met1.png
The bar under the picture is 20 µm long. Supply wires on this layer in grey.
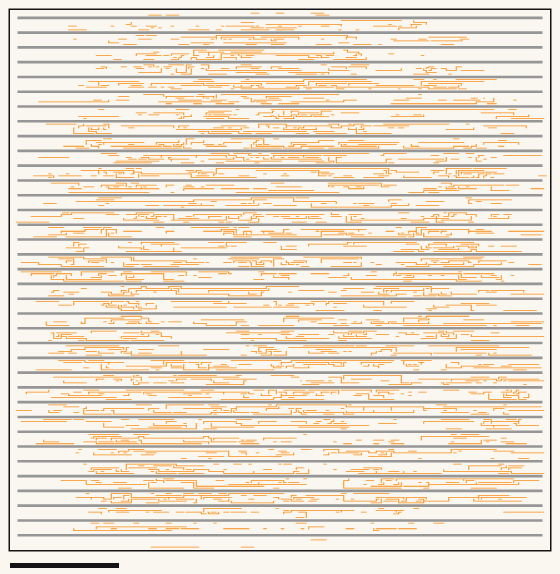
met2.png
The bar under the picture is 20 µm long.
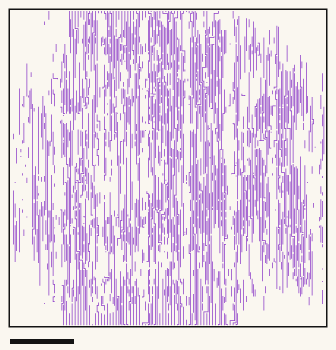
met3.png
Cells faint in the background.
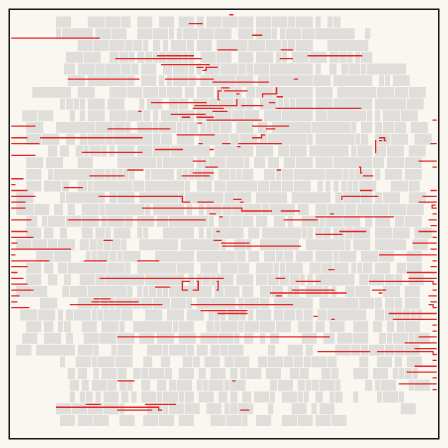
met4.png
The bar under the picture is 20 µm long. Supply wires on this layer in grey.
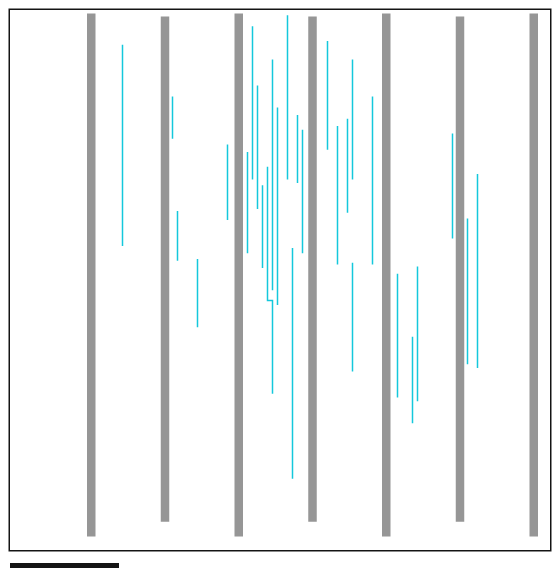
$ cat config.mk
export PLATFORM = sky130hd
export DESIGN_NAME = fetch_redirect_arbiter
export DESIGN_NICKNAME = d
export VERILOG_FILES = /design/src/rtl/fetch_redirect_arbiter_pkg.sv /design/src/rtl/fetch_redirect_arbiter_holdoff.sv /design/src/rtl/fetch_redirect_arbiter.sv
export SDC_FILE = /design/constraint.sdc
export NUM_CORES = 1
export LEC_CHECK = 0
export ABC_AREA = 1
export CORE_UTILIZATION = 37
export CTS_BUF_LIST = sky130_fd_sc_hd__clkbuf_16
export DETAILED_ROUTE_END_ITERATION = 16
export HOLD_SLACK_MARGIN = 0.08
export PLACE_DENSITY = 0.76
export SETUP_SLACK_MARGIN = 0.2
export SYNTH_ARGS = -nofsm -noshare
export SYNTH_HDL_FRONTEND = slang
export SYNTH_SLANG_ARGS = --single-unit
$ cat constraint.sdc
create_clock -name i_clk -period 2.53 [get_ports i_clk]
set_input_delay 0.3795 -clock i_clk [delete_from_list [all_inputs] [get_ports i_clk]]
set_output_delay 0.3795 -clock i_clk [all_outputs]
set_load 0.02 [all_outputs]
$ cat src/rtl/fetch_redirect_arbiter_pkg.sv
// Shared types for the IF-stage redirect arbiter: source encoding, pending
// entry layout, pending FSM states and the source priority rule.
package redirect_pkg;

  // Width of the target field carried in redirect_entry_t; the top-level XLEN must match it.
  localparam int unsigned REDIRECT_XLEN = 32;

  typedef enum logic [1:0] {
    SRC_TRAP   = 2'd0,
    SRC_MRET   = 2'd1,
    SRC_BRANCH = 2'd2,
    SRC_PRED   = 2'd3
  } redirect_src_e;

  typedef struct packed {
    logic                     valid;
    redirect_src_e            src;
    logic [REDIRECT_XLEN-1:0] target;
  } redirect_entry_t;

  typedef enum logic {
    PEND_EMPTY = 1'b0,
    PEND_FULL  = 1'b1
  } pend_state_e;

  // Lower source code means higher priority.
  function automatic logic higher_priority(input redirect_src_e a, input redirect_src_e b);
    return (a < b);
  endfunction

endpackage

$ cat src/rtl/fetch_redirect_arbiter_holdoff.sv
// Post-redirect BRAM holdoff down-counter: loads on issue, counts down on
// unstalled cycles, frozen while stalled; holdoff is asserted while nonzero.
module redirect_holdoff_counter #(
  parameter int unsigned HOLDOFF_CYCLES = 2
) (
  input  logic i_clk,
  input  logic i_reset,
  input  logic i_load,
  input  logic i_stall,
  output logic o_holdoff
);

  localparam logic [2:0] LOAD_VAL = 3'(HOLDOFF_CYCLES);

  logic [2:0] r_count;

  // NOTE: sequential state uses non-blocking assignments so every register
  // samples its inputs from before the clock edge, independent of block order.
  always_ff @(posedge i_clk or posedge i_reset) begin
    if (i_reset) begin
      r_count <= LOAD_VAL;
    end else if (i_load) begin
      r_count <= LOAD_VAL;
    end else if (!i_stall && (r_count != 3'd0)) begin
      r_count <= r_count - 3'd1;
    end
  end

  assign o_holdoff = (r_count != 3'd0);

endmodule

$ cat src/rtl/fetch_redirect_arbiter.sv
// Arbitrates trap/mret/branch/prediction redirects into one PC redirect per
// cycle and buffers one while fetch is stalled. Optional statistics counters
// are enabled with FROST_REDIRECT_STATS_EN.
module fetch_redirect_arbiter
  import redirect_pkg::*;
#(
  parameter int unsigned XLEN           = REDIRECT_XLEN,
  parameter int unsigned HOLDOFF_CYCLES = 2
) (
  input  logic            i_clk,
  input  logic            i_reset,
  input  logic            i_stall,
  input  logic            i_flush,
  input  logic            i_trap_taken,
  input  logic            i_mret_taken,
  input  logic            i_branch_taken,
  input  logic            i_prediction_valid,
  input  logic [XLEN-1:0] i_trap_target,
  input  logic [XLEN-1:0] i_mret_target,
  input  logic [XLEN-1:0] i_branch_target,
  input  logic [XLEN-1:0] i_predicted_target,
  output logic            o_redirect_valid,
  output logic [XLEN-1:0] o_redirect_target,
  output logic [1:0]      o_redirect_source,
  output logic            o_redirect_to_halfword,
  output logic            o_pending,
  output logic            o_holdoff
`ifdef FROST_REDIRECT_STATS_EN
  ,
  output logic [3:0][31:0] o_redirect_count,
  output logic [15:0]      o_overwrite_count
`endif
);

  pend_state_e     r_state;
  pend_state_e     w_next_state;
  redirect_src_e   r_pend_src;
  logic [XLEN-1:0] r_pend_target;

  redirect_entry_t w_incoming;
  redirect_entry_t w_pending;
  redirect_entry_t w_cand;
  logic            w_take_incoming;
  logic            w_pred_req;
  logic            w_issue;
  logic            w_capture;
  logic            w_overwrite;

  // Predictions are stale during holdoff and always lose to a resolved redirect.
  assign w_pred_req = i_prediction_valid & ~o_holdoff &
                      ~(i_trap_taken | i_mret_taken | i_branch_taken);

  // NOTE: every always_comb output gets a default first so no path leaves it
  // unassigned, which would otherwise infer a latch.
  always_comb begin
    w_incoming = '0;
    if (i_trap_taken) begin
      w_incoming = '{valid: 1'b1, src: SRC_TRAP, target: i_trap_target};
    end else if (i_mret_taken) begin
      w_incoming = '{valid: 1'b1, src: SRC_MRET, target: i_mret_target};
    end else if (i_branch_taken) begin
      w_incoming = '{valid: 1'b1, src: SRC_BRANCH, target: i_branch_target};
    end else if (w_pred_req) begin
      w_incoming = '{valid: 1'b1, src: SRC_PRED, target: i_predicted_target};
    end
  end

  // A flush discards the buffered entry in the same cycle it is asserted.
  always_comb begin
    w_pending.valid  = (r_state == PEND_FULL) & ~i_flush;
    w_pending.src    = r_pend_src;
    w_pending.target = r_pend_target;
  end

  // On equal source the incoming request wins, so only a strictly higher
  // priority pending entry survives.
  assign w_take_incoming = w_incoming.valid &
                           (~w_pending.valid | ~higher_priority(w_pending.src, w_incoming.src));

  always_comb begin
    w_cand = '0;
    if (w_take_incoming) begin
      w_cand = w_incoming;
    end else if (w_pending.valid) begin
      w_cand = w_pending;
    end
  end

  assign w_issue     = w_cand.valid & ~i_stall;
  assign w_capture   = w_cand.valid & i_stall;
  assign w_overwrite = w_capture & w_take_incoming & w_pending.valid;

  always_comb begin
    w_next_state = r_state;
    if (w_issue || i_flush) begin
      w_next_state = PEND_EMPTY;
    end
    if (w_capture) begin
      w_next_state = PEND_FULL;
    end
  end

  always_ff @(posedge i_clk or posedge i_reset) begin
    if (i_reset) begin
      r_state       <= PEND_EMPTY;
      r_pend_src    <= SRC_TRAP;
      r_pend_target <= '0;
    end else begin
      r_state <= w_next_state;
      if (w_capture) begin
        r_pend_src    <= w_cand.src;
        r_pend_target <= w_cand.target;
      end
    end
  end

  redirect_holdoff_counter #(
    .HOLDOFF_CYCLES(HOLDOFF_CYCLES)
  ) u_holdoff (
    .i_clk    (i_clk),
    .i_reset  (i_reset),
    .i_load   (w_issue),
    .i_stall  (i_stall),
    .o_holdoff(o_holdoff)
  );

  assign o_redirect_valid       = w_issue;
  assign o_redirect_target      = w_issue ? w_cand.target : '0;
  assign o_redirect_source      = w_issue ? w_cand.src : 2'd0;
  assign o_redirect_to_halfword = o_redirect_target[1];
  assign o_pending              = (r_state == PEND_FULL);

`ifdef FROST_REDIRECT_STATS_EN
  always_ff @(posedge i_clk or posedge i_reset) begin
    if (i_reset) begin
      o_redirect_count  <= '0;
      o_overwrite_count <= '0;
    end else begin
      for (int i = 0; i < 4; i++) begin
        if (w_issue && (w_cand.src == 2'(i)) && (o_redirect_count[i] != '1)) begin
          o_redirect_count[i] <= o_redirect_count[i] + 32'd1;
        end
      end
      if (w_overwrite && (o_overwrite_count != '1)) begin
        o_overwrite_count <= o_overwrite_count + 16'd1;
      end
    end
  end
`endif

endmodule

==> GITHUB_STEP_SUMMARY <==
### Metrics collected by this job

| Metric | Value |
|---|---|
| Post-synth mux share | `0` |
| Critical path's largest stage delay | `0.53 ns` |
| Width of the die | `99.4 µm` |
| Max-area cell class | `combinational gates` |
| CTS sink cnt | `38` |
| Max FO, Critical Path | `6` |
| Worst setup SP type | `register` |
| Failing checks | `negative setup slack` |
| Layout Nets | `947` |
| Init Core Util | `0.381` |
| Cell area leaders | `dfrtp_1, nand2_1, nand3_1` |
| H-tree depth | `2` |
| Clock buf count | `5` |
| Max Clock Skew | `0.00630 ns` |
| Synth Cell Area | `3510 µm²` |
| Clk_lat worst skew | `0.29 ns` |
| Share of layout cells above drive strength 1 | `0.429` |
| Most common logic cells in the final layout | `nand2_1, clkdlybuf4s50_1, nand3_1` |
| Status | `finished, violations left` |
| Adder share | `0.0107` |
| Via density per instance | `5.40` |
| Seq pwr share | `0.265` |
| Port Buffers | `173` |
| Area leader, netlist | `dfrtp_1` |
| Non-clk bufs | `255` |
| Psw | `1080 µW` |
| Root Buffer | `clkbuf_16` |
| Synth flops | `38` |
| Ant. Diodes | `0` |
| Logic inverters | `16` |
| CP Cell Sequence | `inv_2, ha_4, ha_4, nand2_4, inv_4, o21ai_4, ha_4, nand2_4, nand2_8, buf_12, nand3b_1, nand2_2, nor2_4, buf_6` |
| Post-Route WL | `16200 µm` |
| Rows | `35` |
| Top post-synthesis cells by count | `nand2_1, nand3_1, or2_2, nor2_1, dfrtp_1` |
| Seq/total area | `0.132` |
| Power Internal | `1800 µW` |
| Met1 Routed Length | `5900 µm` |
| Synthesis area per yosys | `3510 µm²` |
| Slowest cell on the critical path | `dfstp_2` |
| Top area contributor share | `0.264` |
| Pleak | `0.00324 µW` |
| Signal buf overhead | `0.365` |
| AND-OR/OR-AND share of the synthesized area | `0.0128` |
| Chip area | `9870 µm²` |
| Clk pwr | `619 µW` |
| Multi-In Gates | `492` |
| Worst setup slack after layout | `-0.418 ns` |
| Initial DRC Count | `276` |
| Flop Count | `38` |
| First-pass GRT wire length | `22600 µm` |
| Post-synthesis sequential area ratio | `0.271` |
| # setup viols final | `36` |
| Largest net degree at the start of global routing | `39` |
| Crit path top cell by count | `ha_4` |
| Comb. cell area | `3260 µm²` |
| Drt first pass iters | `5` |
| DP Worst Slack | `-0.615 ns` |
| Most numerous logic cell after layout | `nand2_1` |
| Clk network pwr share | `0.215` |
| Final Cycle Share | `1.17` |
| Gr busiest metal | `met2` |
| Post-DR wirelength/cell | `17.6 µm` |
| Fmax | `339 MHz` |
| Combinational share of cell area | `0.453` |
| Fillers | `595` |
| Number of stages on the worst setup path | `14` |
| CTS Buf Count | `5` |
| Reg2reg end | `r_pend_src[0]$_DFFE_PP0P_` |
| Area added between synthesis and finish | `105%` |
Notes on met1.png above:
nets with wire on the layer: 832
main direction: horizontal
share of all routed wire: 36%
wire length on this layer: 5900 µm

Notes on met2.png above:
longest straight run: 38.6 µm
wire length on this layer: 8530 µm
nets with wire on the layer: 830
main direction: vertical

Notes on met3.png above:
share of all routed wire: 6.6%
nets with wire on the layer: 138
wire length on this layer: 1070 µm
longest straight run: 49.0 µm
main direction: horizontal

Notes on met4.png above:
wire length on this layer: 667 µm
main direction: vertical

-- what timing repair did --
item | 4_1_cts | 5_1_grt
pin swaps | 26 | 48
cloned | 1 | 3
setup buffers | 13 | 3
endpoints found under the setup margin | 38 | 71
hold buffers | 0 | 0
resized | 273 | 83
-- through the flow --
stage	total power, µW	cells	setup TNS (ns)	area (µm²)	utilization
floorplan	1420	584	0	3990	-
global placement	1940	892	-17.55	6170	0.671
detailed placement	1970	892	-18.98	6170	0.671
CTS	2690	914	-12.16	6700	0.729
global route	3000	920	-15.89	7200	0.783
finish	2880	920	-13.02	7200	0.783
-- registers in the layout, indices dropped and copies added, names as in the netlist --
register / flops
u_holdoff.r_count: 3
r_pend_src: 2
r_pend_target: 32
o_pending: 1
Power is estimated from default activity; no workload was simulated.
